### config.mk
export PLATFORM = sky130hd
export DESIGN_NAME = card_datapath
export DESIGN_NICKNAME = d
export VERILOG_FILES = /design/src/rtl/card_datapath.sv
export SDC_FILE = /design/constraint.sdc
export NUM_CORES = 1
export LEC_CHECK = 0
export CELL_PAD_IN_SITES_DETAIL_PLACEMENT = 1
export CELL_PAD_IN_SITES_GLOBAL_PLACEMENT = 2
export CORE_UTILIZATION = 34
export CTS_CLUSTER_DIAMETER = 30
export DETAILED_ROUTE_END_ITERATION = 8
export PLACE_DENSITY = 0.91
export SKIP_CTS_REPAIR_TIMING = 1
export SYNTH_ARGS = -nofsm -noshare
export SYNTH_HDL_FRONTEND = slang
export SYNTH_SLANG_ARGS = --single-unit
### constraint.sdc
create_clock -name slow_clock -period 9.28 [get_ports slow_clock]
set_input_delay 0.928 -clock slow_clock [delete_from_list [all_inputs] [get_ports slow_clock]]
set_output_delay 0.928 -clock slow_clock [all_outputs]
set_load 0.01 [all_outputs]
### src/rtl/card_datapath.sv
// Baccarat hand datapath: deal source, six card registers, hand scoring and load bookkeeping.
// Define CARD_DATAPATH_LFSR_EN to replace the wrap-around deal counter with an 8-bit LFSR deal source.
module card_datapath #(
    parameter int DECK_MAX = 13,
    parameter int FACE_MIN = 10
) (
    input  logic       slow_clock,
    input  logic       resetb,
    input  logic       load_pcard1,
    input  logic       load_pcard2,
    input  logic       load_pcard3,
    input  logic       load_dcard1,
    input  logic       load_dcard2,
    input  logic       load_dcard3,
    output logic [3:0] pcard1_out,
    output logic [3:0] pcard2_out,
    output logic [3:0] pcard3_out,
    output logic [3:0] dcard1_out,
    output logic [3:0] dcard2_out,
    output logic [3:0] dcard3_out,
    output logic [3:0] pcard3,
    output logic [3:0] pscore,
    output logic [3:0] dscore,
    output logic [2:0] cards_dealt,
    output logic       load_err
);

    // Slots are stored in strobe-priority order: p1, d1, p2, d2, p3, d3.
    logic [3:0] r_cards [6];
    logic [2:0] r_dealt;
    logic       r_err;
    logic [3:0] w_deal;
    logic [5:0] w_strobes;
    logic [2:0] w_sel_idx;
    logic       w_sel_valid;
    logic       w_multi;
    logic       w_slot_full;
    logic [4:0] w_psum;
    logic [4:0] w_dsum;

`ifdef CARD_DATAPATH_LFSR_EN
    logic [7:0] r_lfsr;
    logic       w_fb;

    assign w_fb = r_lfsr[7] ^ r_lfsr[5] ^ r_lfsr[4] ^ r_lfsr[3];

    always_ff @(posedge slow_clock) begin
        if (resetb) begin
            r_lfsr <= 8'h01;
        end else begin
            r_lfsr <= {r_lfsr[6:0], w_fb};
        end
    end

    assign w_deal = 4'((r_lfsr % 8'(DECK_MAX)) + 8'd1);
`else
    logic [3:0] r_count;

    always_ff @(posedge slow_clock) begin
        if (resetb) begin
            r_count <= 4'd1;
        end else begin
            r_count <= (r_count == 4'(DECK_MAX)) ? 4'd1 : r_count + 4'd1;
        end
    end

    assign w_deal = r_count;
`endif

    assign w_strobes = {load_dcard3, load_pcard3, load_dcard2,
                        load_pcard2, load_dcard1, load_pcard1};

    // Bit 0 has the highest priority, so the lowest set bit wins.
    always_comb begin
        w_sel_idx   = 3'd0;
        w_sel_valid = 1'b0;
        for (int i = 5; i >= 0; i--) begin
            if (w_strobes[i]) begin
                w_sel_idx   = 3'(i);
                w_sel_valid = 1'b1;
            end
        end
    end

    assign w_multi     = (w_strobes & (w_strobes - 6'd1)) != 6'd0;
    assign w_slot_full = r_cards[w_sel_idx] != 4'd0;

    // NOTE: sequential state uses non-blocking assignments so every register samples pre-edge values.
    always_ff @(posedge slow_clock) begin
        if (resetb) begin
            // NOTE: the card array is only six registers, so it is cleared explicitly on reset.
            for (int i = 0; i < 6; i++) begin
                r_cards[i] <= 4'd0;
            end
            r_dealt <= 3'd0;
            r_err   <= 1'b0;
        end else begin
            if (w_sel_valid) begin
                r_cards[w_sel_idx] <= w_deal;
                if (!w_slot_full) begin
                    r_dealt <= r_dealt + 3'd1;
                end
            end
            if (w_multi || (w_sel_valid && w_slot_full)) begin
                r_err <= 1'b1;
            end
        end
    end

    function automatic logic [4:0] card_value(input logic [3:0] c);
        if (c != 4'd0 && int'(c) < FACE_MIN) begin
            return {1'b0, c};
        end
        return 5'd0;
    endfunction

    assign w_psum = card_value(r_cards[0]) + card_value(r_cards[2]) + card_value(r_cards[4]);
    assign w_dsum = card_value(r_cards[1]) + card_value(r_cards[3]) + card_value(r_cards[5]);

    assign pscore      = 4'(w_psum % 5'd10);
    assign dscore      = 4'(w_dsum % 5'd10);
    assign pcard1_out  = r_cards[0];
    assign dcard1_out  = r_cards[1];
    assign pcard2_out  = r_cards[2];
    assign dcard2_out  = r_cards[3];
    assign pcard3_out  = r_cards[4];
    assign dcard3_out  = r_cards[5];
    assign pcard3      = r_cards[4];
    assign cards_dealt = r_dealt;
    assign load_err    = r_err;

endmodule

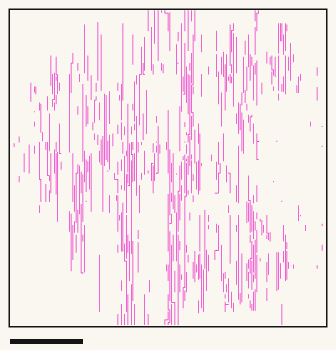
Fig. 1. The metal 2 layer (run 1).
Bar = 20 um.
share of all routed wire: 47%
nets with wire on the layer: 295
wire length on this layer: 2700 um
longest straight run: 25.5 um
main direction: vertical
met2 usage in global routing: 0.266
Final Routed Wirelength: 5770 um
vias: 1990

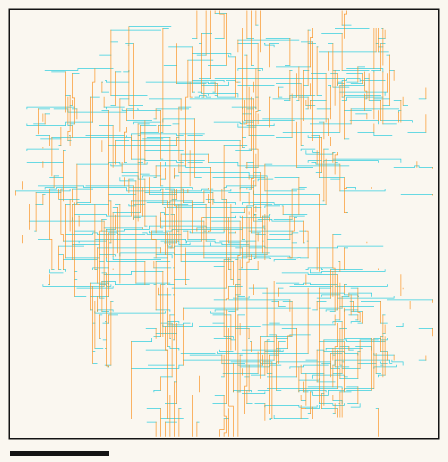
Fig. 2. Signal wires by layer (run 1).
Bar = 20 um. Two of the layers only.
[orange] met2 | wire length: 2700 um
[cyan] met1 | wire length: 2750 um

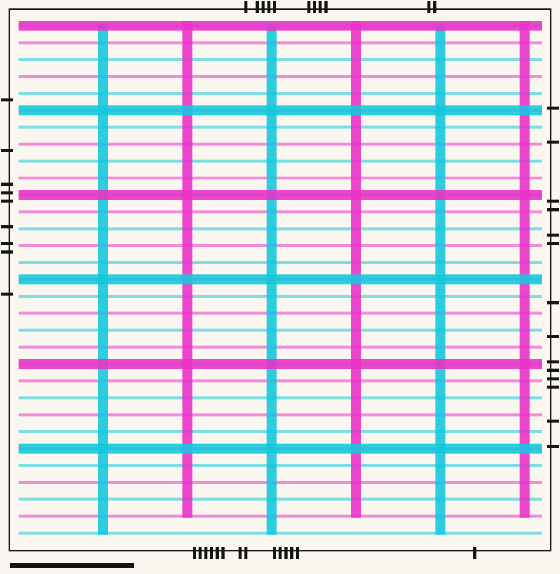
Fig. 3. PDN straps and rails (run 1).
Bar = 20 um. Pins as bars on the die edge.
[cyan] VSS
[magenta] VDD
met5 straps: 6
met4 straps: 6
signal pins: 48

==> qor.log, run 1 <==
qor: yosys.ys_cells 255
qor: routing.detailroute.wirelength.met3 251 um
qor: clocking.htree_levels 2
qor: power_and_ir_drop.clock_power_share 0.268
qor: placement.final_replace_weighted_congestion 0.771
qor: final_layout.logic_area 1450 sq um
qor: flow_run.cap_violations 0
qor: setup_path.startpoint_type flip-flop
qor: global_route.total_routing_usage_gr 0.163
qor: yosys.seq_area_frac_synth 0.360
qor: routing.drc 0
qor: placement.pre_cts_setup_slack 4.06 ns
qor: setup_path.worstRegToRegCells 6
qor: setup_path.worst-path-buf-inv 1
qor: sta.maxSlewViolCount 0
qor: yosys.synth_flops 32
qor: setup_path.path_class reg -> out
qor: yosys.mean_instance_size_in_the_synthesized_netlist 9.60 sq um
qor: global_route.grt-ovfl-total 0
qor: yosys.synthTopLogicFamily simple AND/OR/NAND/NOR gates
qor: routing.dr_wl_met2 2700 um
qor: routing.detail-route-antenna-nets 0
qor: routing.wl_met1 2750 um
qor: routing.vias_per_cell 4.99
qor: clocking.numClockSinks 32
qor: floorplan.taps 96
qor: sta.setup-violations-final 0
qor: yosys.syn_area 2450 sq um
qor: power_and_ir_drop.p_switching 0.166 mW
qor: power_and_ir_drop.seq_power_share 0.344
qor: yosys.synth_xor_xnor_area_share 0.0250
qor: power_and_ir_drop.powerDensity 164 nW/um^2
qor: global_route.grt.met3_usage 0.0294
qor: clocking.numCtsBuffers 5
qor: clocking.cts.clk_slew.worst_paths 0.08 ns
qor: global_route.groute.layer.met1.usage 0.220
qor: yosys.count_leader_synth sky130_fd_sc_hd__nor2_1
qor: yosys.post_synth_and_or_nand_nor_area_fraction 0.239
qor: hold_path.hold_path.startpoint cards_dealt[2]
qor: hold_path.hold_class reg -> reg
qor: setup_path.maximum_net_fanout_on_the_critical_path 7
qor: sta.fin_tns_setup 0 ns
qor: yosys.ys.flop_type sky130_fd_sc_hd__edfxtp_1
qor: final_layout.layout_top_cell_excl_fill_tap sky130_fd_sc_hd__clkdlybuf4s50_1
qor: sta.hold_viol_final 0
qor: setup_path.path_cells nor2b_1 > fa_1 > ha_1 > fa_1 > xnor2_1 > ha_1 > nor2b_1 > nor4_1 > nor2_1 > ha_1 > a21o_1 > nor3_1 > o22ai_1 > xnor2_1 > clkdlybuf4s50_1
qor: hold_path.hold_path_end cards_dealt[2]
qor: yosys.yosys.area.top_type sky130_fd_sc_hd__edfxtp_1
qor: final_layout.buffers_excl_clock 47
qor: power_and_ir_drop.power_report.internal_total 0.344 mW
qor: run_status.status finished, final reports clean
qor: floorplan.core_area 6870 sq um
qor: clocking.clock.latency.late_pin 0.29 ns
qor: routing.routed_wire_length_per_instance 14.5 um
qor: floorplan.floorplan.die.height 86.9 um
qor: setup_path.worstSetupEndpointType output pin
qor: final_layout.n_multi_input_combinational_cell 197
qor: yosys.edff_count_synth 24
qor: setup_path.slowest_stage_delay_cp 0.55 ns
qor: floorplan.top_level_ports 48
qor: final_layout.layout_clock_area_frac 0.0370
qor: final_layout.max_ffs_per_register 24
qor: yosys.synth.top_cell.area_share 0.294
qor: power_and_ir_drop.power_leakage 1.27 nW
qor: yosys.ys_area 2450 sq um
qor: yosys.top_cells_by_area sky130_fd_sc_hd__edfxtp_1, sky130_fd_sc_hd__fa_1, sky130_fd_sc_hd__ha_1, sky130_fd_sc_hd__dfxtp_1, sky130_fd_sc_hd__nor2_1
[run 1: power by group through the flow]
stage               Sequential, mW  Combinational [mW]  Clock, mW
floorplan                    0.179               0.121          0
global placement             0.178               0.195          0
detailed placement           0.179               0.199          0
CTS                          0.176               0.200      0.141
global route                 0.177               0.221      0.146
finish                       0.176               0.198      0.137
[run 1: stage by stage]
step	hold slack, ns	area [sq um]	util	std cells	power, mW
after floorplan	0.447	2450	-	255	0.300
after global placement	0.480	3000	0.436	391	0.373
after detailed placement	0.495	3000	0.436	391	0.378
after CTS	0.510	3110	0.453	399	0.517
after global routing	0.539	3110	0.453	399	0.545
final	0.505	3110	0.453	399	0.511
--- run 2 (diff from run 1) ---
--- a/config.mk
+++ b/config.mk
@@ -7,10 +7,10 @@
 export LEC_CHECK = 0
 export CELL_PAD_IN_SITES_DETAIL_PLACEMENT = 1
 export CELL_PAD_IN_SITES_GLOBAL_PLACEMENT = 2
-export CORE_UTILIZATION = 34
+export CORE_UTILIZATION = 32
 export CTS_CLUSTER_DIAMETER = 30
 export DETAILED_ROUTE_END_ITERATION = 8
-export PLACE_DENSITY = 0.91
+export PLACE_DENSITY = 0.87
 export SKIP_CTS_REPAIR_TIMING = 1
 export SYNTH_ARGS = -nofsm -noshare
 export SYNTH_HDL_FRONTEND = slang
==> constraint.sdc (replaced) <==
create_clock -name slow_clock -period 5.6 [get_ports slow_clock]
set_input_delay 0.56 -clock slow_clock [delete_from_list [all_inputs] [get_ports slow_clock]]
set_output_delay 0.56 -clock slow_clock [all_outputs]
set_load 0.01 [all_outputs]
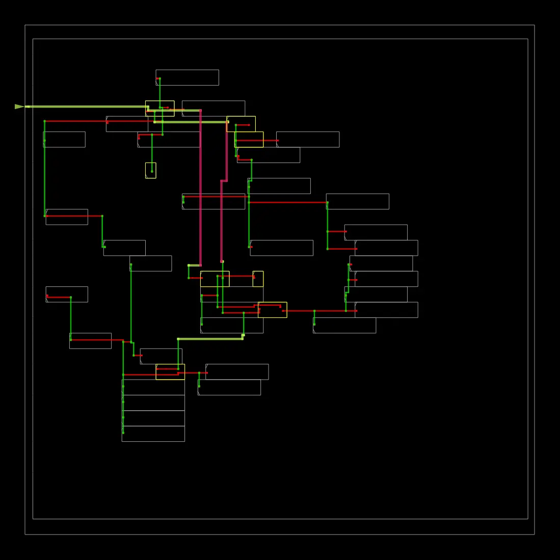
Fig. 4. Clock routing (run 2).
number of buffers inserted during clock tree synthesis: 5
skew final: 0.00257 ns
Clock net power: 0.182 mW

==> qor.log, run 2 <==
qor: yosys.synth_xor_xnor_area_share 0.0250
qor: yosys.top_cells_by_area sky130_fd_sc_hd__edfxtp_1, sky130_fd_sc_hd__fa_1, sky130_fd_sc_hd__ha_1, sky130_fd_sc_hd__dfxtp_1, sky130_fd_sc_hd__nor2_1
qor: power_and_ir_drop.powerDensity 259 nW/um^2
qor: global_route.groute.layer.met1.usage 0.213
qor: setup_path.path_cells nor2b_1 > fa_1 > ha_1 > fa_1 > xnor2_1 > ha_1 > nor2b_1 > nor4_1 > nor2_1 > ha_1 > a21o_1 > nor4_1 > mux2i_1 > o22ai_1 > clkdlybuf4s50_1
qor: clocking.cts.clk_slew.worst_paths 0.07 ns
qor: setup_path.worst-path-buf-inv 1
qor: routing.wl_met1 2780 um
qor: clocking.clock.latency.late_pin 0.28 ns
qor: yosys.seq_area_frac_synth 0.360
qor: final_layout.max_ffs_per_register 24
qor: sta.hold_viol_final 0
qor: power_and_ir_drop.power.largest_group combinational cells
qor: yosys.synthTopLogicFamily simple AND/OR/NAND/NOR gates
qor: routing.drc 0
qor: placement.dpl.cell_count 394
qor: setup_path.worstSetupEndpointType output pin
qor: setup_path.worstRegToRegCells 6
qor: routing.detailroute.wirelength.met3 177 um
qor: run_status.status finished, final reports clean
qor: global_route.grt.met3_usage 0.0240
qor: clocking.htree_levels 2
qor: routing.dr_wl_met2 2840 um
qor: sta.maxSlewViolCount 0
qor: routing.detail-route-antenna-nets 0
qor: yosys.edff_count_synth 24
qor: yosys.yosys.area.top_type sky130_fd_sc_hd__edfxtp_1
qor: routing.route.vias.total 1994
qor: setup_path.path_class reg -> out
qor: global_route.grt-ovfl-total 0
qor: global_route.met2_usage 0.267
qor: routing.vias_per_cell 4.96
qor: final_layout.layoutNonFillerInstCount 402
qor: power_and_ir_drop.pg_comb 0.328 mW
qor: yosys.mean_instance_size_in_the_synthesized_netlist 9.60 sq um
qor: placement.final_replace_weighted_congestion 0.799
qor: sta.final.hold.worst_slack 0.489 ns
qor: floorplan.core_area 7330 sq um
qor: flow_run.cap_violations 0
qor: routing.postRouteWirelength 5850 um
qor: hold_path.hold_class reg -> reg
qor: power_and_ir_drop.power_leakage 1.26 nW
qor: routing.routed_wire_length_per_instance 14.5 um
qor: hold_path.hold_path.startpoint cards_dealt[2]
qor: power_and_ir_drop.seq_power_share 0.363
qor: clocking.numClockSinks 32
qor: floorplan.floorplan.die.height 89.5 um
qor: setup_path.maximum_net_fanout_on_the_critical_path 7
qor: yosys.post_synth_and_or_nand_nor_area_fraction 0.239
qor: hold_path.hold_path_end cards_dealt[2]
qor: global_route.total_routing_usage_gr 0.159
qor: sta.fin_tns_setup 0 ns
qor: power_and_ir_drop.power_drawn_by_the_sequential_cells 0.291 mW
qor: floorplan.top_level_ports 48
qor: yosys.ys_area 2450 sq um
qor: yosys.synth.top_cell.area_share 0.294
qor: yosys.count_leader_synth sky130_fd_sc_hd__nor2_1
qor: yosys.synth_flops 32
## run 2: cell types whose count changed in the layout (fill, tap and decap cells not counted), sizes merged
cell,change
clkinvlp,-1
clkbuf,+1
bufinv,-1
clkinv,+2
inv,-1
## run 2: final cells by class
type / instances / area [sq um]
Clock buffer: 6 / 82.6
Tap cell: 99 / 124
Fill cell: 850 / 4240
Inverter: 19 / 71.3
Multi-Input combinational cell: 197 / 1450
Sequential cell: 32 / 881
Clock inverter: 2 / 10.0
Timing Repair Buffer: 47 / 470
## run 2: through the flow
step                total power [mW]  area (sq um)  worst slack [ns]  utilization
floorplan                      0.498          2450              1.56            -
detailed placement             0.629          3000             0.741        0.409
global route                   0.858          3090             0.196        0.422
global placement               0.619          3000             0.855        0.409
CTS                            0.813          3090             0.424        0.422
finish                         0.802          3090             0.440        0.422
Power is estimated from default activity; no workload was simulated.
